### src/rtl/score_renderer_if.sv
// Pixel/glyph bus for the score renderer.
// Carries the incoming pixel coordinates, the glyph lookup sent to the digit
// sprite ROMs and its returned rgb, and the final score-layer pixel.
// The master side (pixel source / ROM / compositor) drives pixel_row,
// pixel_col, pixel_valid and glyph_rgb. The slave side (score_renderer)
// drives glyph_row, glyph_col, glyph_digit, rgb and rgb_valid.
interface score_renderer_if;
  logic [9:0] pixel_row;
  logic [9:0] pixel_col;
  logic       pixel_valid;
  logic [9:0] glyph_row;
  logic [9:0] glyph_col;
  logic [3:0] glyph_digit;
  logic [2:0] glyph_rgb;
  logic [2:0] rgb;
  logic       rgb_valid;

  modport master (
    output pixel_row, pixel_col, pixel_valid, glyph_rgb,
    input  glyph_row, glyph_col, glyph_digit, rgb, rgb_valid
  );

  modport slave (
    input  pixel_row, pixel_col, pixel_valid, glyph_rgb,
    output glyph_row, glyph_col, glyph_digit, rgb, rgb_valid
  );
endinterface

### src/rtl/score_renderer.sv
// Score renderer: owns both players' scores and turns pixel coordinates into
// score-digit pixels for the frame compositor.
// Ports:
//   clk          pixel clock
//   reset_n      asynchronous active-low reset
//   pix          pixel/glyph bus (slave): pixel coords in, glyph lookup out,
//                glyph rgb in, score-layer rgb/rgb_valid out
//   frame_start  one-cycle pulse, latches the displayed scores
//   point_p1/2   one-cycle point pulses
//   clear_scores one-cycle new-game pulse
//   score_p1/2   live scores
//   game_over    a player reached WIN_SCORE
//   winner       0 = player 1, 1 = player 2 (valid when game_over)
// Pixel to rgb latency is two cycles, one pixel per clock.
module score_renderer #(
  parameter int unsigned P1_X      = 280,
  parameter int unsigned P2_X      = 349,
  parameter int unsigned DIGIT_Y   = 16,
  parameter int unsigned DIGIT_W   = 11,
  parameter int unsigned DIGIT_H   = 16,
  parameter int unsigned WIN_SCORE = 9
) (
  input  logic              clk,
  input  logic              reset_n,
  score_renderer_if.slave   pix,
  input  logic              frame_start,
  input  logic              point_p1,
  input  logic              point_p2,
  input  logic              clear_scores,
  output logic [3:0]        score_p1,
  output logic [3:0]        score_p2,
  output logic              game_over,
  output logic              winner
);

  // Window bounds carry an extra bit so X+W never wraps in the compare.
  localparam logic [10:0] Y_LO  = 11'(DIGIT_Y);
  localparam logic [10:0] Y_HI  = 11'(DIGIT_Y + DIGIT_H);
  localparam logic [10:0] X1_LO = 11'(P1_X);
  localparam logic [10:0] X1_HI = 11'(P1_X + DIGIT_W);
  localparam logic [10:0] X2_LO = 11'(P2_X);
  localparam logic [10:0] X2_HI = 11'(P2_X + DIGIT_W);
  localparam logic [9:0]  Y_OFF  = 10'(DIGIT_Y);
  localparam logic [9:0]  X1_OFF = 10'(P1_X);
  localparam logic [9:0]  X2_OFF = 10'(P2_X);
  localparam logic [3:0]  WIN    = 4'(WIN_SCORE);

  function automatic logic in_range(input logic [9:0] v,
                                    input logic [10:0] lo,
                                    input logic [10:0] hi);
    return ({1'b0, v} >= lo) && ({1'b0, v} < hi);
  endfunction

  // Increment that saturates at the winning score.
  function automatic logic [3:0] sat_inc(input logic [3:0] s, input logic en);
    if (en && (s < WIN)) return s + 4'd1;
    return s;
  endfunction

  logic [3:0] disp_p1, disp_p2;
  logic [3:0] p1_nxt, p2_nxt;
  logic       p1_reach, p2_reach;

  always_comb begin
    p1_nxt   = sat_inc(score_p1, point_p1);
    p2_nxt   = sat_inc(score_p2, point_p2);
    p1_reach = point_p1 && (p1_nxt == WIN);
    p2_reach = point_p2 && (p2_nxt == WIN);
  end

  always_ff @(posedge clk or negedge reset_n) begin
    if (!reset_n) begin
      score_p1  <= '0;
      score_p2  <= '0;
      game_over <= 1'b0;
      winner    <= 1'b0;
    end else if (clear_scores) begin
      score_p1  <= '0;
      score_p2  <= '0;
      game_over <= 1'b0;
      winner    <= 1'b0;
    end else if (!game_over) begin
      score_p1 <= p1_nxt;
      score_p2 <= p2_nxt;
      if (p1_reach || p2_reach) begin
        game_over <= 1'b1;
        // Simultaneous reach goes to player 1.
        winner    <= p2_reach && !p1_reach;
      end
    end
  end

  // Displayed scores change only at frame start, using the pre-point value.
  always_ff @(posedge clk or negedge reset_n) begin
    if (!reset_n) begin
      disp_p1 <= '0;
      disp_p2 <= '0;
    end else if (frame_start) begin
      disp_p1 <= score_p1;
      disp_p2 <= score_p2;
    end
  end

  logic       in_w1, in_w2;
  logic       hit_c;
  logic [9:0] grow_c, gcol_c;
  logic [3:0] gdig_c;

  always_comb begin
    in_w1  = in_range(pix.pixel_row, Y_LO, Y_HI) &&
             in_range(pix.pixel_col, X1_LO, X1_HI);
    in_w2  = in_range(pix.pixel_row, Y_LO, Y_HI) &&
             in_range(pix.pixel_col, X2_LO, X2_HI);
    hit_c  = 1'b0;
    grow_c = '0;
    gcol_c = '0;
    gdig_c = '0;
    // Player 1 checked first so an overlapping window resolves to player 1.
    if (pix.pixel_valid && in_w1) begin
      hit_c  = 1'b1;
      grow_c = pix.pixel_row - Y_OFF;
      gcol_c = pix.pixel_col - X1_OFF;
      gdig_c = disp_p1;
    end else if (pix.pixel_valid && in_w2) begin
      hit_c  = 1'b1;
      grow_c = pix.pixel_row - Y_OFF;
      gcol_c = pix.pixel_col - X2_OFF;
      gdig_c = disp_p2;
    end
  end

  logic [9:0] glyph_row_p1, glyph_col_p1;
  logic [3:0] glyph_digit_p1;
  logic       hit_p1, vld_p1;
  logic [2:0] rgb_p2;
  logic       vld_p2;

  // Stage 1: window hit and glyph-local lookup to the ROMs
  always_ff @(posedge clk or negedge reset_n) begin
    if (!reset_n) begin
      glyph_row_p1   <= '0;
      glyph_col_p1   <= '0;
      glyph_digit_p1 <= '0;
      hit_p1         <= 1'b0;
      vld_p1         <= 1'b0;
    end else begin
      glyph_row_p1   <= grow_c;
      glyph_col_p1   <= gcol_c;
      glyph_digit_p1 <= gdig_c;
      hit_p1         <= hit_c;
      vld_p1         <= pix.pixel_valid;
    end
  end

  // Stage 2: ROM pixel gated by the hit flag
  always_ff @(posedge clk or negedge reset_n) begin
    if (!reset_n) begin
      rgb_p2 <= '0;
      vld_p2 <= 1'b0;
    end else begin
      rgb_p2 <= hit_p1 ? pix.glyph_rgb : 3'b000;
      vld_p2 <= vld_p1;
    end
  end

  assign pix.glyph_row   = glyph_row_p1;
  assign pix.glyph_col   = glyph_col_p1;
  assign pix.glyph_digit = glyph_digit_p1;
  assign pix.rgb         = rgb_p2;
  assign pix.rgb_valid   = vld_p2;

endmodule
### src/flat_wrapper.sv
// flat-port wrapper written by rule: the top's interface ports become plain ports
module score_renderer_flat 
#(
  parameter int unsigned P1_X      = 280,
  parameter int unsigned P2_X      = 349,
  parameter int unsigned DIGIT_Y   = 16,
  parameter int unsigned DIGIT_W   = 11,
  parameter int unsigned DIGIT_H   = 16,
  parameter int unsigned WIN_SCORE = 9
)
  (clk, reset_n, frame_start, point_p1, point_p2, clear_scores, score_p1, score_p2, game_over, winner, pix_pixel_row, pix_pixel_col, pix_pixel_valid, pix_glyph_rgb, pix_glyph_row, pix_glyph_col, pix_glyph_digit, pix_rgb, pix_rgb_valid);
  score_renderer_if pix_i ();
  input  logic clk;
  input  logic reset_n;
  input  logic frame_start;
  input  logic point_p1;
  input  logic point_p2;
  input  logic clear_scores;
  output logic [3:0] score_p1;
  output logic [3:0] score_p2;
  output logic game_over;
  output logic winner;
  input wire logic [$bits(pix_i.pixel_row)-1:0] pix_pixel_row;
  input wire logic [$bits(pix_i.pixel_col)-1:0] pix_pixel_col;
  input wire logic [$bits(pix_i.pixel_valid)-1:0] pix_pixel_valid;
  input wire logic [$bits(pix_i.glyph_rgb)-1:0] pix_glyph_rgb;
  output wire logic [$bits(pix_i.glyph_row)-1:0] pix_glyph_row;
  output wire logic [$bits(pix_i.glyph_col)-1:0] pix_glyph_col;
  output wire logic [$bits(pix_i.glyph_digit)-1:0] pix_glyph_digit;
  output wire logic [$bits(pix_i.rgb)-1:0] pix_rgb;
  output wire logic [$bits(pix_i.rgb_valid)-1:0] pix_rgb_valid;
  assign pix_i.pixel_row = pix_pixel_row;
  assign pix_i.pixel_col = pix_pixel_col;
  assign pix_i.pixel_valid = pix_pixel_valid;
  assign pix_i.glyph_rgb = pix_glyph_rgb;
  assign pix_glyph_row = pix_i.glyph_row;
  assign pix_glyph_col = pix_i.glyph_col;
  assign pix_glyph_digit = pix_i.glyph_digit;
  assign pix_rgb = pix_i.rgb;
  assign pix_rgb_valid = pix_i.rgb_valid;
  score_renderer #(.P1_X(P1_X), .P2_X(P2_X), .DIGIT_Y(DIGIT_Y), .DIGIT_W(DIGIT_W), .DIGIT_H(DIGIT_H), .WIN_SCORE(WIN_SCORE)) u_core (.clk(clk), .reset_n(reset_n), .pix(pix_i), .frame_start(frame_start), .point_p1(point_p1), .point_p2(point_p2), .clear_scores(clear_scores), .score_p1(score_p1), .score_p2(score_p2), .game_over(game_over), .winner(winner));
endmodule
### config.mk
export PLATFORM = sky130hd
export DESIGN_NAME = score_renderer_flat
export DESIGN_NICKNAME = d
export VERILOG_FILES = /design/src/rtl/score_renderer_if.sv /design/src/rtl/score_renderer.sv /design/src/flat_wrapper.sv
export SDC_FILE = /design/constraint.sdc
export NUM_CORES = 1
export LEC_CHECK = 0
export CELL_PAD_IN_SITES_DETAIL_PLACEMENT = 0
export CELL_PAD_IN_SITES_GLOBAL_PLACEMENT = 1
export CORE_ASPECT_RATIO = 0.75
export CORE_MARGIN = 5
export CORE_UTILIZATION = 34
export CTS_BUF_LIST = sky130_fd_sc_hd__clkbuf_4 sky130_fd_sc_hd__clkbuf_8 sky130_fd_sc_hd__clkbuf_16
export CTS_CLUSTER_SIZE = 28
export DETAILED_ROUTE_END_ITERATION = 8
export PLACE_DENSITY = 0.84
export SKIP_CTS_REPAIR_TIMING = 1
export SYNTH_ARGS = -nofsm -noshare
export SYNTH_HDL_FRONTEND = slang
export SYNTH_SLANG_ARGS = --single-unit
### constraint.sdc
create_clock -name clk -period 1.73 [get_ports clk]
set_clock_uncertainty 0.15 [all_clocks]
set_input_delay 0.346 -clock clk [delete_from_list [all_inputs] [get_ports clk]]
set_output_delay 0.346 -clock clk [all_outputs]
set_load 0.05 [all_outputs]
run_1/pdn.png
Scale bar: 20 µm. Pins as bars on the die edge. Tap cells in gray.
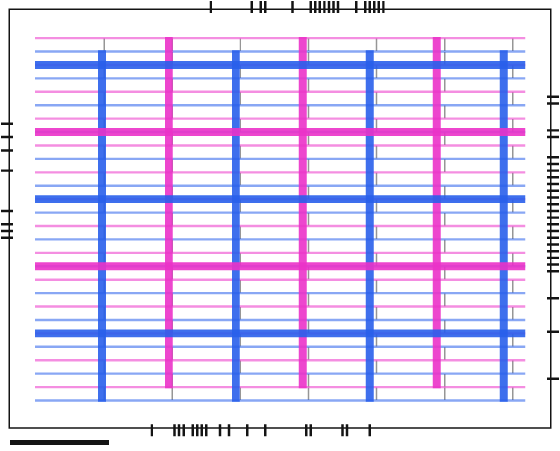
Blue marks VSS. Magenta marks VDD.
The core has 27 rows. 7 straps on met4. 68 signal pins sit on the boundary. 28 met1 rails follow the rows. 101 tap cells.
die span in y: 84.6 µm
horizontal die size: 109 µm
Core Area: 7300 µm²

run_1/final_placement.png
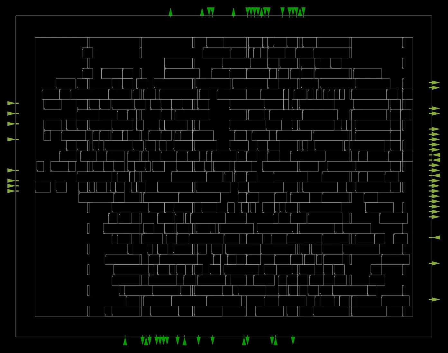
core utilization of the finished layout: 60.8%
number of non-filler instances in the completed layout: 461
fillcell total: 591

run_1/port_nets.png
Scale bar: 20 µm.
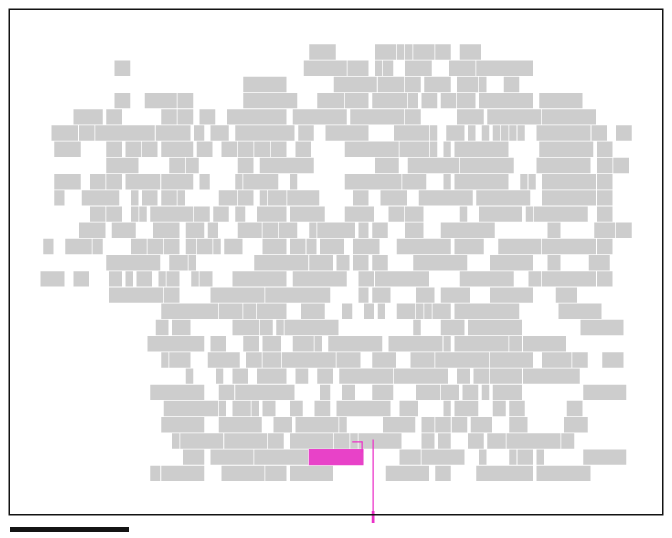
Magenta marks winner, bits 1, direction output, edge bottom, end cells 1, buffers 1, wire 15.4 µm.

==> run_summary.xml, run 1 <==
<?xml version="1.0" encoding="UTF-8"?>
<metrics>
  <group name="place">
    <metric name="detailedPlace.worstSlack" unit="ps">-746</metric>
    <metric name="placedCellCount" unit="">441</metric>
    <metric name="placement.cell_area" unit="µm²">4030</metric>
    <metric name="dp.final_hpwl" unit="mm">5.20</metric>
    <metric name="numPortBuffers" unit="">67</metric>
    <metric name="finalWeightedCongestion" unit="">0.832</metric>
  </group>
  <group name="detailed_routing">
    <metric name="post-route-drc-count" unit="">0</metric>
    <metric name="wl_met1" unit="mm">3.26</metric>
    <metric name="route.met3.wl" unit="µm">312</metric>
    <metric name="met2_length" unit="mm">3.41</metric>
    <metric name="via_per_inst" unit="">4.86</metric>
    <metric name="dr_wl_cell" unit="µm">15.4</metric>
    <metric name="routed_wl" unit="mm">7.11</metric>
    <metric name="drt_pre_antenna_iters" unit="">4</metric>
    <metric name="detailroute.via_count" unit="">2242</metric>
    <metric name="antenna_left" unit="">0</metric>
    <metric name="starting_drt_drc_count" unit="">93</metric>
    <metric name="top_signal_layer_used" unit="">met4</metric>
  </group>
  <group name="synth">
    <metric name="edf_count" unit="">0</metric>
    <metric name="yosys-top-cells-count" unit="">48 x sky130_fd_sc_hd__dfrtp_1, 24 x sky130_fd_sc_hd__nor2_1, 20 x sky130_fd_sc_hd__inv_1, 11 x sky130_fd_sc_hd__nand2_1, 10 x sky130_fd_sc_hd__ha_1</metric>
    <metric name="most_common_cell" unit="">sky130_fd_sc_hd__dfrtp_1</metric>
    <metric name="yosysUniqueCellTypes" unit="">64</metric>
    <metric name="post_synth.cell_area_avg" unit="µm²">11.0</metric>
    <metric name="simple_gate_share" unit="%">18.5</metric>
    <metric name="synth.area.mux_share" unit="%">4.37</metric>
    <metric name="count_of_mapped_cells_out_of_synthesis" unit="">230</metric>
    <metric name="ys_seq_elements" unit="">48</metric>
    <metric name="synthTopLogicFamily" unit="">simple AND/OR/NAND/NOR gates</metric>
    <metric name="synth.cellmix.xorXnorShare" unit="%">1.39</metric>
    <metric name="compound_area_share" unit="%">16.3</metric>
    <metric name="post-synth-top-area-fraction" unit="%">47.6</metric>
    <metric name="synth-async-reset-ratio" unit="%">100</metric>
    <metric name="synth-cells-yosys" unit="">230</metric>
    <metric name="yosys.area.top_type" unit="">sky130_fd_sc_hd__dfrtp_1</metric>
    <metric name="synth_adder_area_share" unit="%">4.96</metric>
    <metric name="yosys-stat-area" unit="µm²">2520</metric>
    <metric name="yosysWarningCount" unit="">0</metric>
    <metric name="syn_area" unit="µm²">2520</metric>
    <metric name="synthTopCellsByArea" unit="">sky130_fd_sc_hd__dfrtp_1 48%, sky130_fd_sc_hd__ha_1 5.0%, sky130_fd_sc_hd__mux2_2 3.6%</metric>
    <metric name="yosys.stat.seqShare" unit="%">47.6</metric>
    <metric name="postSynthNetCount" unit="">270</metric>
    <metric name="flop_cell" unit="">sky130_fd_sc_hd__dfrtp_1</metric>
  </group>
  <group name="cells_and_area">
    <metric name="post_route_cells_drive_above_1_share" unit="%">50.8</metric>
    <metric name="areaGrowthSynthToFinish" unit="%">76.0</metric>
    <metric name="final_layout_top_logic_cells" unit="">67 x sky130_fd_sc_hd__buf_4, 44 x sky130_fd_sc_hd__dfrtp_1, 28 x sky130_fd_sc_hd__buf_12</metric>
    <metric name="insertedDiodeCount" unit="">0</metric>
    <metric name="layout_top_cell_excl_fill_tap" unit="">sky130_fd_sc_hd__buf_4</metric>
    <metric name="post-route-cell-area" unit="µm²">4440</metric>
    <metric name="layout.nets" unit="">399</metric>
  </group>
  <group name="critical_path">
    <metric name="crit_path_max_fanout" unit="">5</metric>
    <metric name="beginning_of_the_critical_path" unit="">pix_pixel_valid</metric>
    <metric name="critical_path_depth" unit="">6</metric>
    <metric name="worst-r2r-setup-slack" unit="ps">40</metric>
    <metric name="reg2reg_from" unit="">u_core.score_p1[0]</metric>
    <metric name="critPathSlowestCell" unit="">sky130_fd_sc_hd__clkdlybuf4s50_1</metric>
    <metric name="timing.critical_path.max_delay_family" unit="">simple AND/OR/NAND/NOR gates</metric>
    <metric name="cp-start-kind" unit="">primary input</metric>
    <metric name="cp.buffers_inverters" unit="">2</metric>
    <metric name="reg2reg_depth" unit="">6</metric>
    <metric name="path_cells" unit="">clkdlybuf4s50_1, nor4b_4, and4b_2, nand2_4, buf_6, nor3_4</metric>
    <metric name="cp.arrival" unit="ps">1780</metric>
    <metric name="critPathMaxStageDelay" unit="ps">490</metric>
    <metric name="crit_path_end" unit="">u_core.pix.glyph_col[0]</metric>
    <metric name="crit_end_element" unit="">flop</metric>
    <metric name="worst-endpoint-required" unit="ps">1800</metric>
    <metric name="reg2reg_to" unit="">u_core.winner</metric>
    <metric name="timing.setup.critical_path_class" unit="">primary input to flop</metric>
  </group>
  <group name="timing">
    <metric name="worst_max_slew_margin_expressed_relative_to_the_limit" unit="%">65.1</metric>
    <metric name="final_critical_path_setup_slack" unit="ps">13.4</metric>
    <metric name="finalCritPeriodShare" unit="%">99.2</metric>
    <metric name="fin_crit" unit="ps">1720</metric>
    <metric name="max_freq" unit="MHz">583</metric>
    <metric name="max_slew.worst_pin.slew" unit="ps">523</metric>
    <metric name="finalHoldViolations" unit="">0</metric>
    <metric name="setup_viol" unit="">0</metric>
    <metric name="final.hold.worst_slack" unit="ps">157</metric>
    <metric name="setup_repair_after_global_routing_missed_its_margin" unit="">true</metric>
    <metric name="setup_total_negative_slack" unit="ps">0</metric>
    <metric name="report.final.slew_viol_count" unit="">0</metric>
  </group>
  <group name="pwr">
    <metric name="comb_power_share" unit="%">22.0</metric>
    <metric name="seq_power_share" unit="%">42.6</metric>
    <metric name="power_density" unit="nW/µm²">615</metric>
    <metric name="pwr.group.combinational" unit="mW">0.599</metric>
    <metric name="switchingPower" unit="mW">0.697</metric>
    <metric name="totalPowerFinal" unit="mW">2.73</metric>
    <metric name="total_sequential_power" unit="mW">1.16</metric>
    <metric name="ir_drop" unit="V">0.000520</metric>
    <metric name="power.clock.fraction" unit="%">35.4</metric>
    <metric name="power.group.top" unit="">sequential cells</metric>
    <metric name="power_clock" unit="mW">0.968</metric>
    <metric name="switch_share" unit="%">25.5</metric>
    <metric name="intPower" unit="mW">2.03</metric>
    <metric name="total_leakage_power" unit="nW">2.01</metric>
  </group>
  <group name="grt">
    <metric name="met2_usage" unit="%">23.9</metric>
    <metric name="grt.busiest_layer" unit="">met2</metric>
    <metric name="use_met1" unit="%">20.2</metric>
    <metric name="met3_global_route_usage" unit="%">2.31</metric>
    <metric name="grt_first_pass_wirelength" unit="mm">11.1</metric>
    <metric name="largest_net_degree_at_the_start_of_global_routing" unit="">49</metric>
    <metric name="antenna_violations_before_repair" unit="">0</metric>
    <metric name="total_global_routing_overflow" unit="">0</metric>
    <metric name="grt_pass1_vias" unit="">2238</metric>
    <metric name="groute.usage.overall" unit="%">14.9</metric>
  </group>
  <group name="min_path">
    <metric name="timing.hold.worst.start" unit="">pix_pixel_row[2]</metric>
    <metric name="hold_path.class" unit="">primary input to flop</metric>
    <metric name="min_delay_worst_endpoint" unit="">u_core.pix.glyph_row[2]</metric>
    <metric name="whs_path_depth" unit="">3</metric>
  </group>
  <group name="floorplan">
    <metric name="num_io_pins" unit="">68</metric>
    <metric name="floorplan.initialDensity" unit="%">34.6</metric>
    <metric name="row_cnt" unit="">27</metric>
    <metric name="chipArea" unit="µm²">9260</metric>
  </group>
  <group name="clocking">
    <metric name="cts_root_buf" unit="">sky130_fd_sc_hd__clkbuf_8</metric>
    <metric name="insertion_delay" unit="ps">300</metric>
    <metric name="cts-buffers-inserted" unit="">5</metric>
    <metric name="max-clock-path-buffers" unit="">2</metric>
    <metric name="worst_setup_hold_path_clk_slew" unit="ps">90</metric>
    <metric name="tritoncts_clock_tree" unit="">done</metric>
    <metric name="h-tree-depth" unit="">2</metric>
    <metric name="clock-sinks" unit="">48</metric>
  </group>
  <group name="run">
    <metric name="max_cap_viol_count" unit="">0</metric>
    <metric name="total_number_of_warnings_across_the_stage_logs" unit="">33</metric>
  </group>
  <group name="outcome">
    <metric name="outcome" unit="">completed</metric>
  </group>
</metrics>
[run 1: area by class of cell]
| cell class | instances | area (µm²) | share of cell area, % |
|---|---|---|---|
| clock buffer | 5 | 68.8 | 1.55 |
| clock inverter | 3 | 68.8 | 1.55 |
| inverter | 20 | 92.6 | 2.09 |
| multi-input combinational | 152 | 1430 | 32.3 |
| sequential | 48 | 1210 | 27.2 |
| tap | 101 | 126 | 2.85 |
| timing repair buffer | 132 | 1440 | 32.5 |
[run 1: kinds of logic after synthesis]
| kind of cell | count (synthesis) |
|---|---|
| xor gates and xnor gates | 4 |
| and+or+nand+nor | 78 |
| AOI/OAI and AO/OA | 49 |
| DFF | 48 |
| adders and majority gates | 10 |
| buffers and inverters | 31 |
| muxes | 10 |
==> run 1 -> run 2 <==
GPL_TIMING_DRIVEN = 1   (was not set)
run_2/final_placement.png
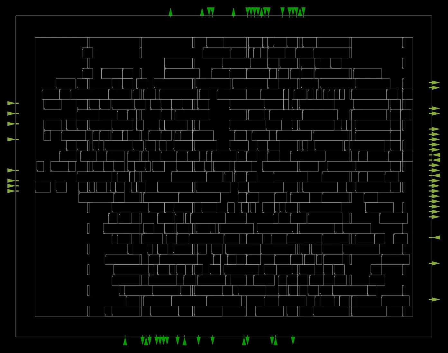
TAP cells: 101
row cnt: 27
seq_cells: 48
sequential cell area share: 27.2%

==> run 2 against run 1 <==
Effect of this change:
- critical path depth unchanged
- clock-buffer cell count unchanged
- combinational power about the same
- sequential power about the same
- synthesized area stayed put
- routed wire length stayed put
- critical path type unchanged
- critical endpoint unchanged
- highest routed layer unchanged
==> run_summary.xml, run 2 <==
<?xml version="1.0" encoding="UTF-8"?>
<metrics>
  <group name="outcome">
    <metric name="outcome" unit="">completed</metric>
  </group>
  <group name="place">
    <metric name="dp.final_hpwl" unit="mm">5.20</metric>
    <metric name="numPortBuffers" unit="">67</metric>
    <metric name="detailedPlace.worstSlack" unit="ps">-746</metric>
    <metric name="finalWeightedCongestion" unit="">0.832</metric>
    <metric name="placement.cell_area" unit="µm²">4030</metric>
  </group>
  <group name="cells_and_area">
    <metric name="final_layout_top_logic_cells" unit="">67 x sky130_fd_sc_hd__buf_4, 44 x sky130_fd_sc_hd__dfrtp_1, 28 x sky130_fd_sc_hd__buf_12</metric>
    <metric name="post-route-util" unit="%">60.8</metric>
    <metric name="clock_cell_area_share" unit="%">3.10</metric>
    <metric name="layout_top_cell_excl_fill_tap" unit="">sky130_fd_sc_hd__buf_4</metric>
    <metric name="non_clock_buffering_overhead_in_the_final_layout" unit="%">32.5</metric>
    <metric name="largest_class" unit="">non-clock buffers</metric>
    <metric name="post_route_cells_drive_above_1_share" unit="%">50.8</metric>
    <metric name="insertedDiodeCount" unit="">0</metric>
    <metric name="post-route-cell-area" unit="µm²">4440</metric>
    <metric name="mi_logic_area" unit="µm²">1430</metric>
    <metric name="areaGrowthSynthToFinish" unit="%">76.0</metric>
    <metric name="n_all_buffers" unit="">132</metric>
    <metric name="fillers" unit="">591</metric>
    <metric name="layout.clock_buffers" unit="">5</metric>
    <metric name="comb_area_share" unit="%">32.3</metric>
    <metric name="nMultiInputCombCells" unit="">152</metric>
    <metric name="layout.nets" unit="">399</metric>
    <metric name="inverters_excl_clock" unit="">20</metric>
    <metric name="seq_area" unit="µm²">1210</metric>
  </group>
  <group name="grt">
    <metric name="met2_usage" unit="%">23.9</metric>
    <metric name="met3_global_route_usage" unit="%">2.31</metric>
    <metric name="use_met1" unit="%">20.2</metric>
    <metric name="antenna_violations_before_repair" unit="">0</metric>
    <metric name="grt_first_pass_wirelength" unit="mm">11.1</metric>
    <metric name="grt_pass1_vias" unit="">2238</metric>
    <metric name="grt.busiest_layer" unit="">met2</metric>
    <metric name="total_global_routing_overflow" unit="">0</metric>
    <metric name="groute.usage.overall" unit="%">14.9</metric>
    <metric name="largest_net_degree_at_the_start_of_global_routing" unit="">49</metric>
  </group>
  <group name="detailed_routing">
    <metric name="route.met3.wl" unit="µm">312</metric>
    <metric name="wl_met1" unit="mm">3.26</metric>
    <metric name="dr_wl_cell" unit="µm">15.4</metric>
    <metric name="met2_length" unit="mm">3.41</metric>
    <metric name="starting_drt_drc_count" unit="">93</metric>
    <metric name="antenna_left" unit="">0</metric>
    <metric name="post-route-drc-count" unit="">0</metric>
    <metric name="routed_wl" unit="mm">7.11</metric>
    <metric name="top_signal_layer_used" unit="">met4</metric>
    <metric name="drt_pre_antenna_iters" unit="">4</metric>
    <metric name="via_per_inst" unit="">4.86</metric>
    <metric name="detailroute.via_count" unit="">2242</metric>
  </group>
  <group name="synth">
    <metric name="ys_seq_elements" unit="">48</metric>
    <metric name="synth.cellmix.xorXnorShare" unit="%">1.39</metric>
    <metric name="simple_gate_share" unit="%">18.5</metric>
    <metric name="yosysUniqueCellTypes" unit="">64</metric>
    <metric name="most_common_cell" unit="">sky130_fd_sc_hd__dfrtp_1</metric>
    <metric name="post-synth-top-area-fraction" unit="%">47.6</metric>
    <metric name="synth-async-reset-ratio" unit="%">100</metric>
    <metric name="syn_area" unit="µm²">2520</metric>
    <metric name="synth-cells-yosys" unit="">230</metric>
    <metric name="synth.area.mux_share" unit="%">4.37</metric>
    <metric name="flop_cell" unit="">sky130_fd_sc_hd__dfrtp_1</metric>
    <metric name="edf_count" unit="">0</metric>
    <metric name="postSynthNetCount" unit="">270</metric>
    <metric name="yosys.stat.seqShare" unit="%">47.6</metric>
    <metric name="synth_adder_area_share" unit="%">4.96</metric>
    <metric name="yosys-top-cells-count" unit="">48 x sky130_fd_sc_hd__dfrtp_1, 24 x sky130_fd_sc_hd__nor2_1, 20 x sky130_fd_sc_hd__inv_1, 11 x sky130_fd_sc_hd__nand2_1, 10 x sky130_fd_sc_hd__ha_1</metric>
    <metric name="compound_area_share" unit="%">16.3</metric>
    <metric name="post_synth.cell_area_avg" unit="µm²">11.0</metric>
    <metric name="yosysWarningCount" unit="">0</metric>
    <metric name="count_of_mapped_cells_out_of_synthesis" unit="">230</metric>
    <metric name="synthTopLogicFamily" unit="">simple AND/OR/NAND/NOR gates</metric>
    <metric name="yosys.area.top_type" unit="">sky130_fd_sc_hd__dfrtp_1</metric>
    <metric name="synthTopCellsByArea" unit="">sky130_fd_sc_hd__dfrtp_1 48%, sky130_fd_sc_hd__ha_1 5.0%, sky130_fd_sc_hd__mux2_2 3.6%</metric>
    <metric name="yosys-stat-area" unit="µm²">2520</metric>
  </group>
  <group name="critical_path">
    <metric name="beginning_of_the_critical_path" unit="">pix_pixel_valid</metric>
    <metric name="worst-endpoint-required" unit="ps">1800</metric>
    <metric name="crit_path_max_fanout" unit="">5</metric>
    <metric name="cp.arrival" unit="ps">1780</metric>
    <metric name="cp-start-kind" unit="">primary input</metric>
    <metric name="crit_end_element" unit="">flop</metric>
    <metric name="reg2reg_depth" unit="">6</metric>
    <metric name="timing.setup.critical_path_class" unit="">primary input to flop</metric>
    <metric name="crit_path_end" unit="">u_core.pix.glyph_col[0]</metric>
    <metric name="reg2reg_from" unit="">u_core.score_p1[0]</metric>
    <metric name="worst-r2r-setup-slack" unit="ps">40</metric>
    <metric name="reg2reg_to" unit="">u_core.winner</metric>
  </group>
  <group name="pwr">
    <metric name="comb_power_share" unit="%">22.0</metric>
    <metric name="seq_power_share" unit="%">42.6</metric>
    <metric name="switchingPower" unit="mW">0.697</metric>
    <metric name="pwr.group.combinational" unit="mW">0.599</metric>
    <metric name="power_clock" unit="mW">0.968</metric>
    <metric name="intPower" unit="mW">2.03</metric>
    <metric name="power.group.top" unit="">sequential cells</metric>
    <metric name="power.clock.fraction" unit="%">35.4</metric>
    <metric name="total_sequential_power" unit="mW">1.16</metric>
    <metric name="total_leakage_power" unit="nW">2.01</metric>
    <metric name="switch_share" unit="%">25.5</metric>
    <metric name="power_density" unit="nW/µm²">615</metric>
  </group>
  <group name="clocking">
    <metric name="cts_root_buf" unit="">sky130_fd_sc_hd__clkbuf_8</metric>
    <metric name="h-tree-depth" unit="">2</metric>
    <metric name="tritoncts_clock_tree" unit="">done</metric>
    <metric name="max-clock-path-buffers" unit="">2</metric>
    <metric name="insertion_delay" unit="ps">300</metric>
    <metric name="clock-sinks" unit="">48</metric>
    <metric name="cts-buffers-inserted" unit="">5</metric>
  </group>
  <group name="floorplan">
    <metric name="floorplan.initialDensity" unit="%">34.6</metric>
    <metric name="chipArea" unit="µm²">9260</metric>
    <metric name="core_region_area" unit="µm²">7300</metric>
    <metric name="die.size.x" unit="µm">109</metric>
    <metric name="num_io_pins" unit="">68</metric>
    <metric name="die_height" unit="µm">84.6</metric>
  </group>
  <group name="timing">
    <metric name="finalHoldViolations" unit="">0</metric>
    <metric name="fin_crit" unit="ps">1720</metric>
    <metric name="max_slew.worst_pin.slew" unit="ps">523</metric>
    <metric name="max_freq" unit="MHz">583</metric>
    <metric name="setup_repair_after_global_routing_missed_its_margin" unit="">true</metric>
    <metric name="worst_max_slew_margin_expressed_relative_to_the_limit" unit="%">65.1</metric>
    <metric name="setup_total_negative_slack" unit="ps">0</metric>
    <metric name="report.final.slew_viol_count" unit="">0</metric>
    <metric name="final_critical_path_setup_slack" unit="ps">13.4</metric>
    <metric name="setup_viol" unit="">0</metric>
    <metric name="finalCritPeriodShare" unit="%">99.2</metric>
    <metric name="final.hold.worst_slack" unit="ps">157</metric>
  </group>
  <group name="run">
    <metric name="max_cap_viol_count" unit="">0</metric>
    <metric name="total_number_of_warnings_across_the_stage_logs" unit="">33</metric>
  </group>
  <group name="min_path">
    <metric name="timing.hold.worst.start" unit="">pix_pixel_row[2]</metric>
    <metric name="whs_path_depth" unit="">3</metric>
    <metric name="min_delay_worst_endpoint" unit="">u_core.pix.glyph_row[2]</metric>
    <metric name="hold_path.class" unit="">primary input to flop</metric>
  </group>
</metrics>
run_2/pdn.png
Scale bar: 20 µm. Pins as bars on the die edge. Tap cells in gray.
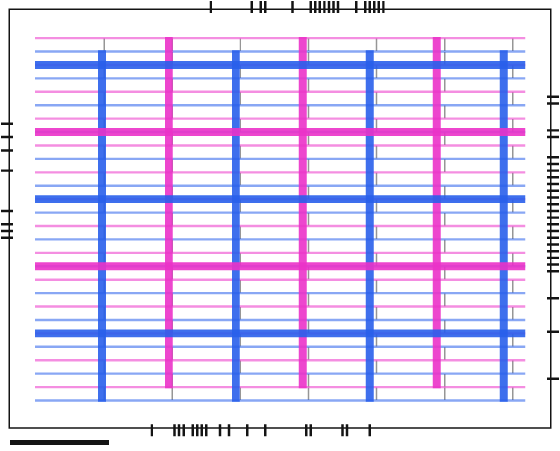
Magenta marks VDD. Blue marks VSS.
68 signal pins sit on the boundary. 5 straps on met5. 28 met1 rails follow the rows.
maximum ir drop on the vdd rail: 0.000520 V

-- run 2: cell counts in the layout (fill, tap and decap cells not counted) --
Identical to the previous run, type by type.
-- run 2: cell families after synthesis --
family,Yosys count
and+or+nand+nor,78
AOI/OAI and AO/OA,49
DFF,48
buffers and inverters,31
muxes,10
adders and majority gates,10
xor gates and xnor gates,4
-- run 2: critical path, stage by stage --
cell                              delay, ps
sky130_fd_sc_hd__clkdlybuf4s50_1        490
sky130_fd_sc_hd__nor4b_4                200
sky130_fd_sc_hd__and4b_2                310
sky130_fd_sc_hd__nand2_4                100
sky130_fd_sc_hd__buf_6                  150
sky130_fd_sc_hd__nor3_4                 170
-- run 2: per-stage QoR --
stage,power (mW),cells
final,2.73,461
after global routing,2.84,461
after CTS,2.70,449
after detailed placement,1.73,441
after global placement,1.72,441
after floorplan,1.43,230
==> run 2 -> run 3 <==
PLACE_DENSITY = not set   (was 0.84)
PLACE_DENSITY_LB_ADDON = 0.1   (was not set)
run_3/wire_density.png
The die is cut into 22 by 17 equal tiles; dark blue is low, red is high, scaled to the fullest tile. Values are wire area over tile area, all layers added.
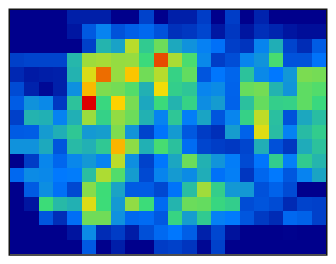
15% of the tiles are over half the peak. 15% of the tiles are nearly empty. The fullest tile reaches 0.43. The mean over all tiles is 0.12.
total wire length: 6.75 mm
DR WL/cell: 14.4 µm
vias: 2151
total routing resource utilization after global routing: 13.9%

==> run 3 against run 2 <==
Effect of this change:
- critical path type is now flop to flop
- clock power about the same
- combinational power increased by 3%
- register-to-register slack lost 30 ps
- largest cell class unchanged
- largest power group unchanged
==> run_summary.xml, run 3 <==
<?xml version="1.0" encoding="UTF-8"?>
<metrics>
  <group name="outcome">
    <metric name="outcome" unit="">completed</metric>
  </group>
  <group name="critical_path">
    <metric name="reg2reg_to" unit="">u_core.winner</metric>
    <metric name="reg2reg_depth" unit="">6</metric>
    <metric name="critPathMaxStageDelay" unit="ps">440</metric>
    <metric name="worst-r2r-setup-slack" unit="ps">7</metric>
    <metric name="crit_path_max_fanout" unit="">2</metric>
    <metric name="critPathSlowestCell" unit="">sky130_fd_sc_hd__dfrtp_2</metric>
    <metric name="path_cells" unit="">inv_4, ha_4, nand2b_4, a2111o_1, a221oi_2, a211oi_2</metric>
    <metric name="worst-endpoint-required" unit="ps">1740</metric>
    <metric name="cp-start-kind" unit="">flop</metric>
    <metric name="timing.critical_path.max_delay_family" unit="">AND-OR/OR-AND gates</metric>
    <metric name="cp.arrival" unit="ps">1740</metric>
    <metric name="cp.buffers_inverters" unit="">1</metric>
    <metric name="crit_path_end" unit="">u_core.winner</metric>
    <metric name="crit_end_element" unit="">flop</metric>
    <metric name="beginning_of_the_critical_path" unit="">u_core.score_p1[0]</metric>
    <metric name="timing.setup.critical_path_class" unit="">flop to flop</metric>
    <metric name="reg2reg_from" unit="">u_core.score_p1[0]</metric>
  </group>
  <group name="detailed_routing">
    <metric name="post-route-drc-count" unit="">0</metric>
    <metric name="top_signal_layer_used" unit="">met4</metric>
    <metric name="route.met3.wl" unit="µm">464</metric>
    <metric name="met2_length" unit="mm">2.88</metric>
    <metric name="via_per_inst" unit="">4.60</metric>
    <metric name="drt_pre_antenna_iters" unit="">4</metric>
    <metric name="starting_drt_drc_count" unit="">76</metric>
    <metric name="antenna_left" unit="">0</metric>
  </group>
  <group name="grt">
    <metric name="antenna_violations_before_repair" unit="">0</metric>
    <metric name="use_met1" unit="%">22.0</metric>
    <metric name="met3_global_route_usage" unit="%">3.92</metric>
    <metric name="total_global_routing_overflow" unit="">0</metric>
    <metric name="grt_pass1_vias" unit="">2027</metric>
    <metric name="met2_usage" unit="%">18.8</metric>
    <metric name="grt_first_pass_wirelength" unit="mm">10.3</metric>
    <metric name="largest_net_degree_at_the_start_of_global_routing" unit="">49</metric>
    <metric name="grt.busiest_layer" unit="">met1</metric>
  </group>
  <group name="clocking">
    <metric name="tritoncts_clock_tree" unit="">done</metric>
    <metric name="clock-sinks" unit="">48</metric>
    <metric name="insertion_delay" unit="ps">290</metric>
    <metric name="h-tree-depth" unit="">2</metric>
    <metric name="cts_root_buf" unit="">sky130_fd_sc_hd__clkbuf_8</metric>
    <metric name="max-clock-path-buffers" unit="">2</metric>
  </group>
  <group name="synth">
    <metric name="synth-async-reset-ratio" unit="%">100</metric>
    <metric name="ys_seq_elements" unit="">48</metric>
    <metric name="count_of_mapped_cells_out_of_synthesis" unit="">230</metric>
    <metric name="synth-cells-yosys" unit="">230</metric>
    <metric name="yosys-top-cells-count" unit="">48 x sky130_fd_sc_hd__dfrtp_1, 24 x sky130_fd_sc_hd__nor2_1, 20 x sky130_fd_sc_hd__inv_1, 11 x sky130_fd_sc_hd__nand2_1, 10 x sky130_fd_sc_hd__ha_1</metric>
    <metric name="yosysWarningCount" unit="">0</metric>
    <metric name="edf_count" unit="">0</metric>
    <metric name="yosysUniqueCellTypes" unit="">64</metric>
    <metric name="post_synth.cell_area_avg" unit="µm²">11.0</metric>
    <metric name="yosys.stat.seqShare" unit="%">47.6</metric>
    <metric name="post-synth-top-area-fraction" unit="%">47.6</metric>
    <metric name="synthTopCellsByArea" unit="">sky130_fd_sc_hd__dfrtp_1 48%, sky130_fd_sc_hd__ha_1 5.0%, sky130_fd_sc_hd__mux2_2 3.6%</metric>
    <metric name="yosys-stat-area" unit="µm²">2520</metric>
    <metric name="yosys.area.top_type" unit="">sky130_fd_sc_hd__dfrtp_1</metric>
    <metric name="most_common_cell" unit="">sky130_fd_sc_hd__dfrtp_1</metric>
  </group>
  <group name="min_path">
    <metric name="hold_path.class" unit="">primary input to flop</metric>
    <metric name="timing.hold.worst.start" unit="">pix_pixel_valid</metric>
    <metric name="whs_path_depth" unit="">1</metric>
  </group>
  <group name="place">
    <metric name="placedCellCount" unit="">446</metric>
    <metric name="placement.cell_area" unit="µm²">4100</metric>
    <metric name="detailedPlace.worstSlack" unit="ps">-801</metric>
    <metric name="numPortBuffers" unit="">67</metric>
    <metric name="finalWeightedCongestion" unit="">0.799</metric>
    <metric name="dp.final_hpwl" unit="mm">4.88</metric>
  </group>
  <group name="cells_and_area">
    <metric name="layout_top_cell_excl_fill_tap" unit="">sky130_fd_sc_hd__buf_4</metric>
    <metric name="area.share.sequential" unit="%">26.6</metric>
    <metric name="post-route-cell-area" unit="µm²">4540</metric>
    <metric name="clock_cell_area_share" unit="%">3.03</metric>
    <metric name="n_all_buffers" unit="">140</metric>
    <metric name="post-route-util" unit="%">62.2</metric>
    <metric name="non_clock_buffering_overhead_in_the_final_layout" unit="%">34.4</metric>
    <metric name="largest_class" unit="">non-clock buffers</metric>
    <metric name="post_route_cells_drive_above_1_share" unit="%">52.9</metric>
    <metric name="mi_logic_area" unit="µm²">1420</metric>
    <metric name="nMultiInputCombCells" unit="">151</metric>
    <metric name="fillers" unit="">608</metric>
    <metric name="layout.nets" unit="">406</metric>
    <metric name="inverters_excl_clock" unit="">20</metric>
    <metric name="finish.cell_count_without_fillers" unit="">468</metric>
    <metric name="layout.clock_buffers" unit="">5</metric>
    <metric name="final_layout_top_logic_cells" unit="">74 x sky130_fd_sc_hd__buf_4, 44 x sky130_fd_sc_hd__dfrtp_1, 31 x sky130_fd_sc_hd__buf_12</metric>
    <metric name="insertedDiodeCount" unit="">0</metric>
  </group>
  <group name="timing">
    <metric name="setup_viol" unit="">0</metric>
    <metric name="finalCritPeriodShare" unit="%">99.6</metric>
    <metric name="setup_total_negative_slack" unit="ps">0</metric>
    <metric name="final_critical_path_setup_slack" unit="ps">7.27</metric>
    <metric name="max_freq" unit="MHz">580</metric>
    <metric name="max_slew.worst_pin.slew" unit="ps">469</metric>
    <metric name="worst_max_slew_margin_expressed_relative_to_the_limit" unit="%">68.7</metric>
    <metric name="final.hold.worst_slack" unit="ps">53.8</metric>
    <metric name="finalHoldViolations" unit="">0</metric>
    <metric name="setup_repair_after_global_routing_missed_its_margin" unit="">true</metric>
    <metric name="fin_crit" unit="ps">1720</metric>
  </group>
  <group name="floorplan">
    <metric name="chipArea" unit="µm²">9260</metric>
    <metric name="core_region_area" unit="µm²">7300</metric>
    <metric name="die.size.x" unit="µm">109</metric>
    <metric name="die_height" unit="µm">84.6</metric>
    <metric name="well_tap_count" unit="">101</metric>
    <metric name="row_cnt" unit="">27</metric>
    <metric name="num_io_pins" unit="">68</metric>
  </group>
  <group name="run">
    <metric name="max_cap_viol_count" unit="">0</metric>
    <metric name="total_number_of_warnings_across_the_stage_logs" unit="">33</metric>
  </group>
  <group name="pwr">
    <metric name="ir_drop" unit="V">0.000546</metric>
    <metric name="total_leakage_power" unit="nW">2.09</metric>
    <metric name="power_density" unit="nW/µm²">606</metric>
    <metric name="totalPowerFinal" unit="mW">2.75</metric>
  </group>
</metrics>
run_3/cell_classes.png
Fill, decap, tap and diode cells in gray.
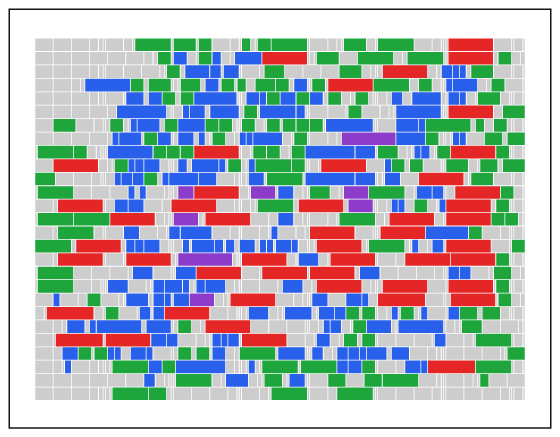
Blue marks all other logic, cells 171, share of their area 34%. Red marks flip-flops, cells 48, share of their area 27%. Green marks other buffers and delay cells, cells 140, share of their area 35%. Purple marks clock drivers and dummy loads, cells 8, share of their area 3.1%.

run 3: netlist changes by cell type in the layout (fill, tap and decap cells not counted), sizes merged:
cell,before,now
buf,106,113
clkdlybuf4s50,12,10
dlymetal6s2s,10,12
clkbuf,8,9
o311ai,2,1
run 3: logic make-up (layout without fill, tap and decap cells):
family,Yosys count,after routing,share of synthesized area (%)
simple gates,78,78,18.5
compound gates,49,49,16.3
flops,48,48,47.6
buf+inv,31,168,6.80
fa+ha+maj,10,10,4.96
mux,10,10,4.37
xor+xnor,4,4,1.39
run 3: report_power, final:
group          total (mW)  switching, mW  internal (mW)
clock network       0.969          0.387          0.582
registers            1.16         0.0140           1.15
logic               0.618          0.294          0.324
total                2.75          0.695           2.05
Power is estimated from default activity; no workload was simulated.
